## config.mk

```make
export PLATFORM = sky130hd
export DESIGN_NAME = ex_muldiv_unit
export DESIGN_NICKNAME = d
export VERILOG_FILES = /design/src/rtl/ex_muldiv_unit.sv
export SDC_FILE = /design/constraint.sdc
export NUM_CORES = 1
export LEC_CHECK = 0
export ABC_AREA = 1
export CORE_ASPECT_RATIO = 1.25
export CORE_UTILIZATION = 40
export CTS_CLUSTER_DIAMETER = 30
export DETAILED_ROUTE_END_ITERATION = 16
export HOLD_SLACK_MARGIN = 0.06
export PLACE_DENSITY_LB_ADDON = 0.15
export SYNTH_ARGS = -nofsm -noshare
export SYNTH_HDL_FRONTEND = slang
export SYNTH_SLANG_ARGS = --single-unit
```

## constraint.sdc

```tcl
create_clock -name clk_i -period 3.35 [get_ports clk_i]
set_input_delay 0.5025 -clock clk_i [delete_from_list [all_inputs] [get_ports clk_i]]
set_output_delay 0.5025 -clock clk_i [all_outputs]
set_load 0.01 [all_outputs]
```

## src/rtl/ex_muldiv_unit.sv

```systemverilog
// rtl/ex_muldiv_unit.sv - iterative RV32M MUL/DIVU/REMU unit for the EX stage
// One shift-add or restoring-divide step per cycle; stalls the front end while busy.
module ex_muldiv_unit #(
    parameter int XLEN = 32,
    parameter int ITER = XLEN
) (
    input  logic            clk_i,
    input  logic            start_i,
    input  logic            valid_i,
    input  logic [2:0]      funct3_i,
    input  logic [XLEN-1:0] rs1_data_i,
    input  logic [XLEN-1:0] rs2_data_i,
    input  logic [4:0]      rd_i,
    output logic            stall_o,
    output logic            done_o,
    output logic [XLEN-1:0] result_o,
    output logic [4:0]      rd_o,
    output logic            busy_o
);

    localparam int CW = $clog2(ITER) + 1;

    localparam logic [1:0] S_IDLE = 2'd0;
    localparam logic [1:0] S_BUSY = 2'd1;
    localparam logic [1:0] S_DONE = 2'd2;

    localparam logic [2:0] F_MUL  = 3'b000;
    localparam logic [2:0] F_DIVU = 3'b101;
    localparam logic [2:0] F_REMU = 3'b111;

    logic [1:0]        state_q, state_d;
    logic [CW-1:0]     count_q, count_d;
    logic [2:0]        f3_q, f3_d;
    logic [4:0]        rd_q, rd_d;
    // opa: multiplicand (MUL) or dividend in the low half (DIV); acc: product or {rem, quot}
    logic [2*XLEN-1:0] opa_q, opa_d;
    logic [XLEN-1:0]   opb_q, opb_d;
    logic [2*XLEN-1:0] acc_q, acc_d;
    logic [XLEN-1:0]   result_q, result_d;
    logic [4:0]        rd_out_q, rd_out_d;

    logic [2*XLEN-1:0] mul_acc;
    logic [XLEN:0]     rem_sh;
    logic [XLEN:0]     rem_sub;
    logic              rem_ge;
    logic [XLEN-1:0]   rem_nx;
    logic [XLEN-1:0]   quot_nx;
    logic [XLEN-1:0]   iter_res;
    logic              f3_ok;

    always_comb begin
        mul_acc  = acc_q + (opb_q[0] ? opa_q : '0);
        rem_sh   = {acc_q[2*XLEN-1:XLEN], opa_q[XLEN-1]};
        rem_sub  = rem_sh - {1'b0, opb_q};
        // A clear top bit means no borrow, i.e. the shifted remainder reached the divisor
        rem_ge   = ~rem_sub[XLEN];
        rem_nx   = rem_ge ? rem_sub[XLEN-1:0] : rem_sh[XLEN-1:0];
        quot_nx  = {acc_q[XLEN-2:0], rem_ge};
        if (f3_q == F_MUL) begin
            iter_res = mul_acc[XLEN-1:0];
        end else if (f3_q == F_DIVU) begin
            iter_res = quot_nx;
        end else begin
            iter_res = rem_nx;
        end
        f3_ok = (funct3_i == F_MUL) || (funct3_i == F_DIVU) || (funct3_i == F_REMU);
    end

    always_comb begin
        state_d  = state_q;
        count_d  = count_q;
        f3_d     = f3_q;
        rd_d     = rd_q;
        opa_d    = opa_q;
        opb_d    = opb_q;
        acc_d    = acc_q;
        result_d = result_q;
        rd_out_d = rd_out_q;
        case (state_q)
            S_IDLE: begin
                if (valid_i) begin
                    f3_d    = funct3_i;
                    rd_d    = rd_i;
                    opa_d   = {{XLEN{1'b0}}, rs1_data_i};
                    opb_d   = rs2_data_i;
                    acc_d   = '0;
                    count_d = '0;
                    if (!f3_ok) begin
                        result_d = '0;
                        rd_out_d = rd_i;
                        state_d  = S_DONE;
                    end else if (funct3_i == F_DIVU && rs2_data_i == '0) begin
                        result_d = '1;
                        rd_out_d = rd_i;
                        state_d  = S_DONE;
                    end else if (funct3_i == F_REMU && rs2_data_i == '0) begin
                        result_d = rs1_data_i;
                        rd_out_d = rd_i;
                        state_d  = S_DONE;
                    end else begin
                        state_d  = S_BUSY;
                    end
                end
            end
            S_BUSY: begin
                count_d = count_q + 1'b1;
                opa_d   = opa_q << 1;
                if (f3_q == F_MUL) begin
                    acc_d = mul_acc;
                    opb_d = opb_q >> 1;
                end else begin
                    acc_d = {rem_nx, quot_nx};
                end
                if (count_q == CW'(ITER - 1)) begin
                    result_d = iter_res;
                    rd_out_d = rd_q;
                    state_d  = S_DONE;
                end
            end
            S_DONE: begin
                state_d = S_IDLE;
            end
            default: begin
                state_d = S_IDLE;
            end
        endcase
    end

    always_ff @(posedge clk_i or negedge start_i) begin
        if (!start_i) begin
            state_q  <= S_IDLE;
            count_q  <= '0;
            f3_q     <= '0;
            rd_q     <= '0;
            opa_q    <= '0;
            opb_q    <= '0;
            acc_q    <= '0;
            result_q <= '0;
            rd_out_q <= '0;
        end else begin
            state_q  <= state_d;
            count_q  <= count_d;
            f3_q     <= f3_d;
            rd_q     <= rd_d;
            opa_q    <= opa_d;
            opb_q    <= opb_d;
            acc_q    <= acc_d;
            result_q <= result_d;
            rd_out_q <= rd_out_d;
        end
    end

    // Reset gates the stall so a held valid_i cannot freeze the pipeline during reset
    assign stall_o  = start_i & (((state_q == S_IDLE) & valid_i) | (state_q == S_BUSY));
    assign done_o   = (state_q == S_DONE);
    assign busy_o   = (state_q == S_BUSY);
    assign result_o = result_q;
    assign rd_o     = rd_out_q;

endmodule

```

run_1/zoom.png
Window x 83 to 113, y 108 to 138 um. Cells in grey, sequential cells in the stronger grey; small squares are vias.
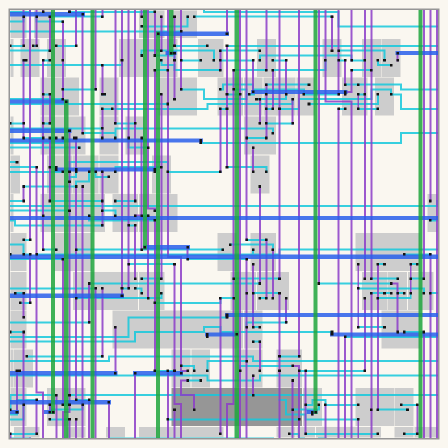
met3 -> blue
met4 -> green
met2 -> purple
met1 -> cyan
sequential cells in the window = 1
most frequent = nand2_1 (15), a21oi_1 (11), inv_1 (9)
netlist names of flops here include = acc_q (1)
cells with their middle in the window = 62

run_1/gate_families.png
(1.5 px per um)
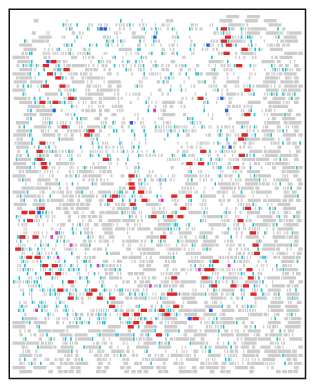
adder and majority cells -> red  # cells 99, where widely spread
AND-OR and OR-AND gates -> blue  # cells 13
AND and OR gates -> magenta  # cells 11
inverters -> cyan  # cells 514, where widely spread
most common library cell in the layout ignoring fill and taps: nand2_1
non-filler instance count after layout: 3,862
fraction of area in multi-input gates: 0.478

run_1/wire_density.png
(1 px per um) The die is cut into 20 by 25 equal tiles; dark purple is low, yellow is high, scaled to the fullest tile. Values are wire area over tile area, all layers added.
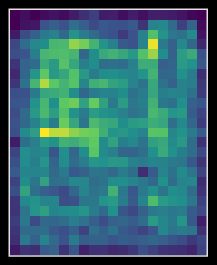
tiles over half the peak = 26%
nearly empty tiles = 1.0%
fullest tile = 0.66
mean over tiles = 0.26
final WL: 77,500 um
detailed-route wire length per cell: 20.1 um
via count: 20,432

==> impl_results.rst, run 1 <==
Flow metrics
------------

.. list-table::
   :header-rows: 1

   * - Metric
     - Value
   * - Slowest cell on the critical path
     - dfrtp_2
   * - Start point of the critical path
     - opb_q[0]$_DFFE_PN0P_
   * - Proportion of cell area occupied by registers
     - 0.227
   * - Slack of the critical path
     - 0.174 ns
   * - Reg2reg setup slack
     - ~0.17 ns
   * - Tot GR Track Use
     - 0.324
   * - Terminus of the critical flop-to-flop path
     - acc_q[61]$_DFFE_PN0P_
   * - Buffering overhead
     - 0.0954
   * - Inverters
     - between 500 and 600
   * - Endpoints failing hold
     - 0
   * - Fin Clk Skew
     - between 0.02 and 0.03 ns
   * - Final period demand of the worst path
     - between 3 and 4 ns
   * - Post-Synthesis Cell Area
     - between 15,000 and 20,000 sq um
   * - Startpoint of the lowest-slack register-to-register path
     - opb_q[0]$_DFFE_PN0P_
   * - Fraction of final layout cells with drive strength greater than 1
     - 0.116
   * - Worst hold-check path type
     - in2async
   * - Number of warnings printed during yosys synthesis
     - 0
   * - Largest net degree at the start of global routing
     - between 100 and 150
   * - Max-cap viol count
     - 0
   * - Max stage delay on crit path
     - between 0.4 and 0.5 ns
   * - Number of fill cells in the layout
     - approximately 4,800
   * - DRC violation total after the first TritonRoute iteration
     - around 1,400
   * - Ant. Diodes
     - 0
   * - Vertical die size
     - between 200 and 250 um
   * - Arrival time reported for the critical path endpoint
     - 3.66 ns
   * - HPWL after detailed placement
     - ~60,000 um
   * - Final core occ
     - 0.506
   * - Portion of the layout cell area used by clock cells
     - 0.0841
   * - Mean cell area of the mapped netlist
     - about 6.3 sq um
   * - Cell Count Post-Placement
     - approximately 3,800
   * - DRC errors left
     - 0
   * - Max Buffers Root-to-Sink
     - 3
   * - Register bit total from synthesis
     - between 200 and 250
   * - Endpoint class of the critical path
     - flop
   * - Synth Instances
     - 2,986
   * - Highest-count cells in the layout ignoring fill and taps
     - 829 x nand2_1, 501 x inv_1, 285 x nor2_1
   * - Number of signal-net buffers in the layout
     - ~250
   * - Clock Pin Slew Worst Setup and Hold Paths
     - 0.05 ns
   * - TritonCTS Buffers
     - 55
   * - Yosys stat chip area
     - 18,900 sq um
   * - Standard-cell row count
     - ~90
   * - Top post-synthesis cells by count
     - 831 x nand2_1, 504 x inv_1, 288 x nor2_1, 213 x dfrtp_1, 206 x a21oi_1
   * - Most area-hungry cell class in the final design
     - combinational gates
   * - Post-cts hold-fix buffer tally
     - 1
   * - Routability Congestion
     - slightly below 1
   * - Post-synthesis async set-or-reset flop share
     - 1.00
   * - Post-cts resize count
     - 0
   * - Synth Net Count
     - roughly 3,200
   * - Insertion Delay late pin
     - around 0.62 ns
   * - Core Footprint
     - ~46,000 sq um
   * - Count of buffers added by post-CTS timing repair for setup
     - 0
   * - AND-OR/OR-AND Cells, Area Fraction
     - 0.191
   * - Total negative slack
     - 0 ns
   * - Worst slack at placement
     - 0.155 ns
   * - Count of library flops with an enable pin
     - 0
   * - Yosys simple share
     - 0.326
   * - Number of sinks on the clock net
     - about 210
   * - First-pass GRT wire length
     - between 100,000 and 150,000 um
   * - Most frequent CP cell
     - a21oi_1
   * - Post-route fraction of the period consumed by the critical path
     - 0.948
   * - Vias in the first global route
     - approximately 20,000
   * - Antenna viol nets, final
     - 0
   * - Pwr dens
     - between 1000 and 1500 nW/um^2
   * - Largest fanout on the critical path
     - 36
   * - Outcome
     - finished clean
   * - Number of standard cells reported by yosys
     - 2,986
   * - Slew margin rel.
     - 0.280
   * - Cell Area, Placed
     - 21,400 sq um
   * - Antenna violations before repair
     - 2
   * - Number of clock buffer instances in the layout
     - roughly 60
## run 1: state kept, by name, indices dropped and copies added, names as in the netlist
register / cells
f3_q: 3
count_q: 6
state_q: 2
rd_o: 5
acc_q: 64
result_o: 32
opa_q: 64
rd_q: 5
opb_q: 32
## run 1: per-layer routing
metal	vias up	wire, um	track usage	part of all wire
met3	166	4250	0.0514	0.055
met4	2	4020	0.151	0.052
met1	9609	32200	0.392	0.41
met2	630	37100	0.560	0.48
li1	10025	-	-	-
met5	-	19	0	0.00025
## run 1: power by group
group | internal, mW | switching (mW)
logic | 5.61 | 11.3
registers | 3.60 | 0.800
clock network | 3.81 | 1.88
total | 13.0 | 14.0
## Run 2: what changed since run 1
CAP_MARGIN = 20   (was not set)
run_2/zoom.png
Window x 83 to 113, y 108 to 138 um. Cells in grey, sequential cells in the stronger grey; small squares are vias.
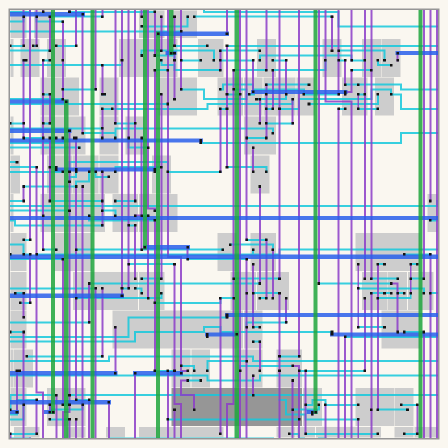
met3 -> blue
met4 -> green
met1 -> cyan
met2 -> purple
most frequent = nand2_1 (15), a21oi_1 (11), inv_1 (9)
cells with their middle in the window = 62
netlist names of flops here include = acc_q (1)
sequential cells in the window = 1

run_2/metal_stack.png
(1.5 px per um) Only two layers are drawn.
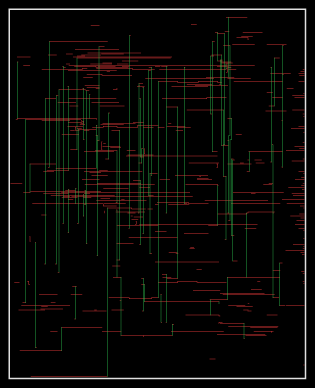
met4 -> green  # wire length 4,020 um
met3 -> red  # wire length 4,250 um
Tot GR Track Use: 0.324

==> impl_results.rst, run 2 <==
Flow metrics
------------

.. list-table::
   :header-rows: 1

   * - Metric
     - Value
   * - N_taps
     - approximately 630
   * - Power after layout
     - about 27 mW
   * - Number of signal-net buffers in the layout
     - between 200 and 250
   * - Most area-hungry cell class in the final design
     - combinational gates
   * - Synth Instances
     - 2,986
   * - Standard-cell row count
     - 88
   * - Portion of the layout cell area used by clock cells
     - 0.0841
   * - Worst slack at placement
     - between 0.15 and 0.2 ns
   * - Insertion Delay late pin
     - 0.62 ns
   * - Share of synthesized cell area in full adder, half adder and majority cells
     - 0.0663
   * - Non-filler instance count after layout
     - ~3,900
   * - Endpoints failing hold
     - 0
   * - Gate Area
     - about 11,000 sq um
   * - TritonCTS Buffers
     - about 55
   * - Count of library flops with an enable pin
     - 0
   * - Power drawn by the combinational cells
     - between 15 and 20 mW
   * - Power share of the combinational group
     - 0.626
   * - Post-synthesis async set-or-reset flop share
     - 1.00
   * - Post-route fraction of the period consumed by the critical path
     - 0.948
   * - MI comb cells
     - between 2,000 and 2,500
   * - Die extent in x
     - just under 200 um
   * - DRC errors left
     - 0
   * - Core Footprint
     - 46,500 sq um
   * - Slack of the critical path
     - 0.174 ns
   * - DRC violation total after the first TritonRoute iteration
     - between 1,000 and 1,500
   * - Biggest consumer
     - combinational cells
   * - Number of warnings printed during yosys synthesis
     - 0
   * - Vertical die size
     - around 250 um
   * - Max stage delay on crit path
     - around 0.45 ns
   * - Worst hold-check path type
     - in2async
   * - Endpoint class of the critical path
     - flop
   * - Yosys simple share
     - 0.326
   * - Library cell with the highest instance count after synthesis
     - nand2_1
   * - Highest-count cells in the layout ignoring fill and taps
     - 829 x nand2_1, 501 x inv_1, 285 x nor2_1
   * - Number of standard cells reported by yosys
     - ~3,000
   * - Via count
     - between 20,000 and 25,000
   * - Clock Power
     - roughly 5.7 mW
   * - Most frequent CP cell
     - a21oi_1
   * - Inverters
     - between 500 and 600
   * - Vias in the first global route
     - approximately 20,000
   * - Proportion of cell area occupied by registers
     - 0.227
   * - Mean cell area of the mapped netlist
     - ~6.3 sq um
   * - Start point of the critical path
     - opb_q[0]$_DFFE_PN0P_
   * - Top non-seq family
     - simple AND/OR/NAND/NOR gates
   * - Ant. Diodes
     - 0
   * - Most common library cell in the layout ignoring fill and taps
     - nand2_1
   * - Switching component of the power
     - 14.0 mW
   * - Terminus of the critical flop-to-flop path
     - acc_q[61]$_DFFE_PN0P_
   * - Clock Pin Slew Worst Setup and Hold Paths
     - 0.05 ns
   * - Arrival time reported for the critical path endpoint
     - roughly 3.7 ns
   * - Outcome
     - finished clean
   * - Max-cap viol count
     - 0
   * - First-pass iteration count of the detailed router
     - 6
   * - HPWL after detailed placement
     - between 60,000 and 70,000 um
   * - Synth Net Count
     - approximately 3,200
   * - IO Port Bufs
     - between 100 and 150
   * - Yosys stat chip area
     - about 19,000 sq um
   * - Register bit total from synthesis
     - about 210
   * - First-pass GRT wire length
     - approximately 120,000 um
   * - Share of synthesized area spent on multiplexers
     - 0
   * - Final tally of max-slew violations
     - 0
   * - Slowest cell on the critical path
     - dfrtp_2
   * - Final core occ
     - 0.506
   * - Fraction of final layout cells with drive strength greater than 1
     - 0.116
   * - Top post-synthesis cells by count
     - 831 x nand2_1, 504 x inv_1, 288 x nor2_1, 213 x dfrtp_1, 206 x a21oi_1
   * - AND-OR/OR-AND Cells, Area Fraction
     - 0.191
   * - Post-Synthesis Cell Area
     - ~19,000 sq um
   * - Xor/xnor share of the synthesized area
     - 0.00787
   * - Sort of element at the start of the critical path
     - flop
   * - Die area
     - between 40,000 and 50,000 sq um
   * - Clock power share
     - 0.211
   * - Reg power frac
     - 0.163
   * - Pwr dens
     - roughly 1100 nW/um^2
   * - Largest net degree at the start of global routing
     - between 100 and 150
   * - Largest fanout on the critical path
     - 36
   * - Register share after synthesis
     - 0.282
   * - Post-synthesis to final-layout area growth
     - 24.4%
   * - Root buf cell
     - clkbuf_16
   * - Seq power
     - around 4.4 mW
   * - Fin Clk Skew
     - 0.0252 ns
   * - Detailed-route wire length per cell
     - ~20 um
   * - Buffering overhead
     - 0.0954
   * - Avg Vias per Cell
     - about 5.3
   * - Antenna viol nets, final
     - 0
   * - Switching fraction of total power
     - 0.518
   * - Routability Congestion
     - approximately 0.99
   * - Antenna violations before repair
     - 2
   * - Cell Count Post-Placement
     - roughly 3,800
   * - Fraction of area in multi-input gates
     - 0.478
   * - Largest delay contributor family on the critical path
     - AND-OR/OR-AND gates
   * - Leading registers by flop count
     - acc_q x64, opa_q x64
   * - Max Buffers Root-to-Sink
     - 3
   * - Cell-internal power
     - roughly 13 mW
   * - Total negative slack
     - 0 ns
   * - Number of clock buffer instances in the layout
     - roughly 60
   * - Reg2reg setup slack
     - 0.17 ns
   * - Cell Area, Placed
     - 21,400 sq um
   * - Final WL
     - 77,500 um
   * - Final period demand of the worst path
     - 3.18 ns
   * - Number of sinks on the clock net
     - 213
   * - Startpoint of the lowest-slack register-to-register path
     - opb_q[0]$_DFFE_PN0P_
   * - Slew margin rel.
     - 0.280
   * - Number of fill cells in the layout
     - ~4,800
## run 2: logic make-up (layout without fill, tap and decap cells)
kind of cell,Yosys count,in the layout
XOR/XNOR,17,17
flip-flops,213,213
adder cells (fa/ha/maj),99,99
AND/OR/NAND/NOR,1412,1412
AND-OR/OR-AND,628,628
buffers and inverters,617,863
## run 2: layer usage
layer / global-route usage / up-vias / wire length [um]
met4: 0.151 / 2 / 4020
met1: 0.392 / 9609 / 32200
li1: - / 10025 / -
met2: 0.560 / 630 / 37100
met3: 0.0514 / 166 / 4250
met5: 0 / - / 19
## run 2: timing repair
| action | 4_1_cts | 5_1_grt |
|---|---|---|
| buffers inserted | 0 | 10 |
| hold buffers | 1 | 0 |
| endpoints found under the hold margin | 23 | 0 |
| setup endpoints to repair | 0 | 25 |
| resized | 0 | 11 |
No activity file was given, so power comes from the tool's default toggle rates.
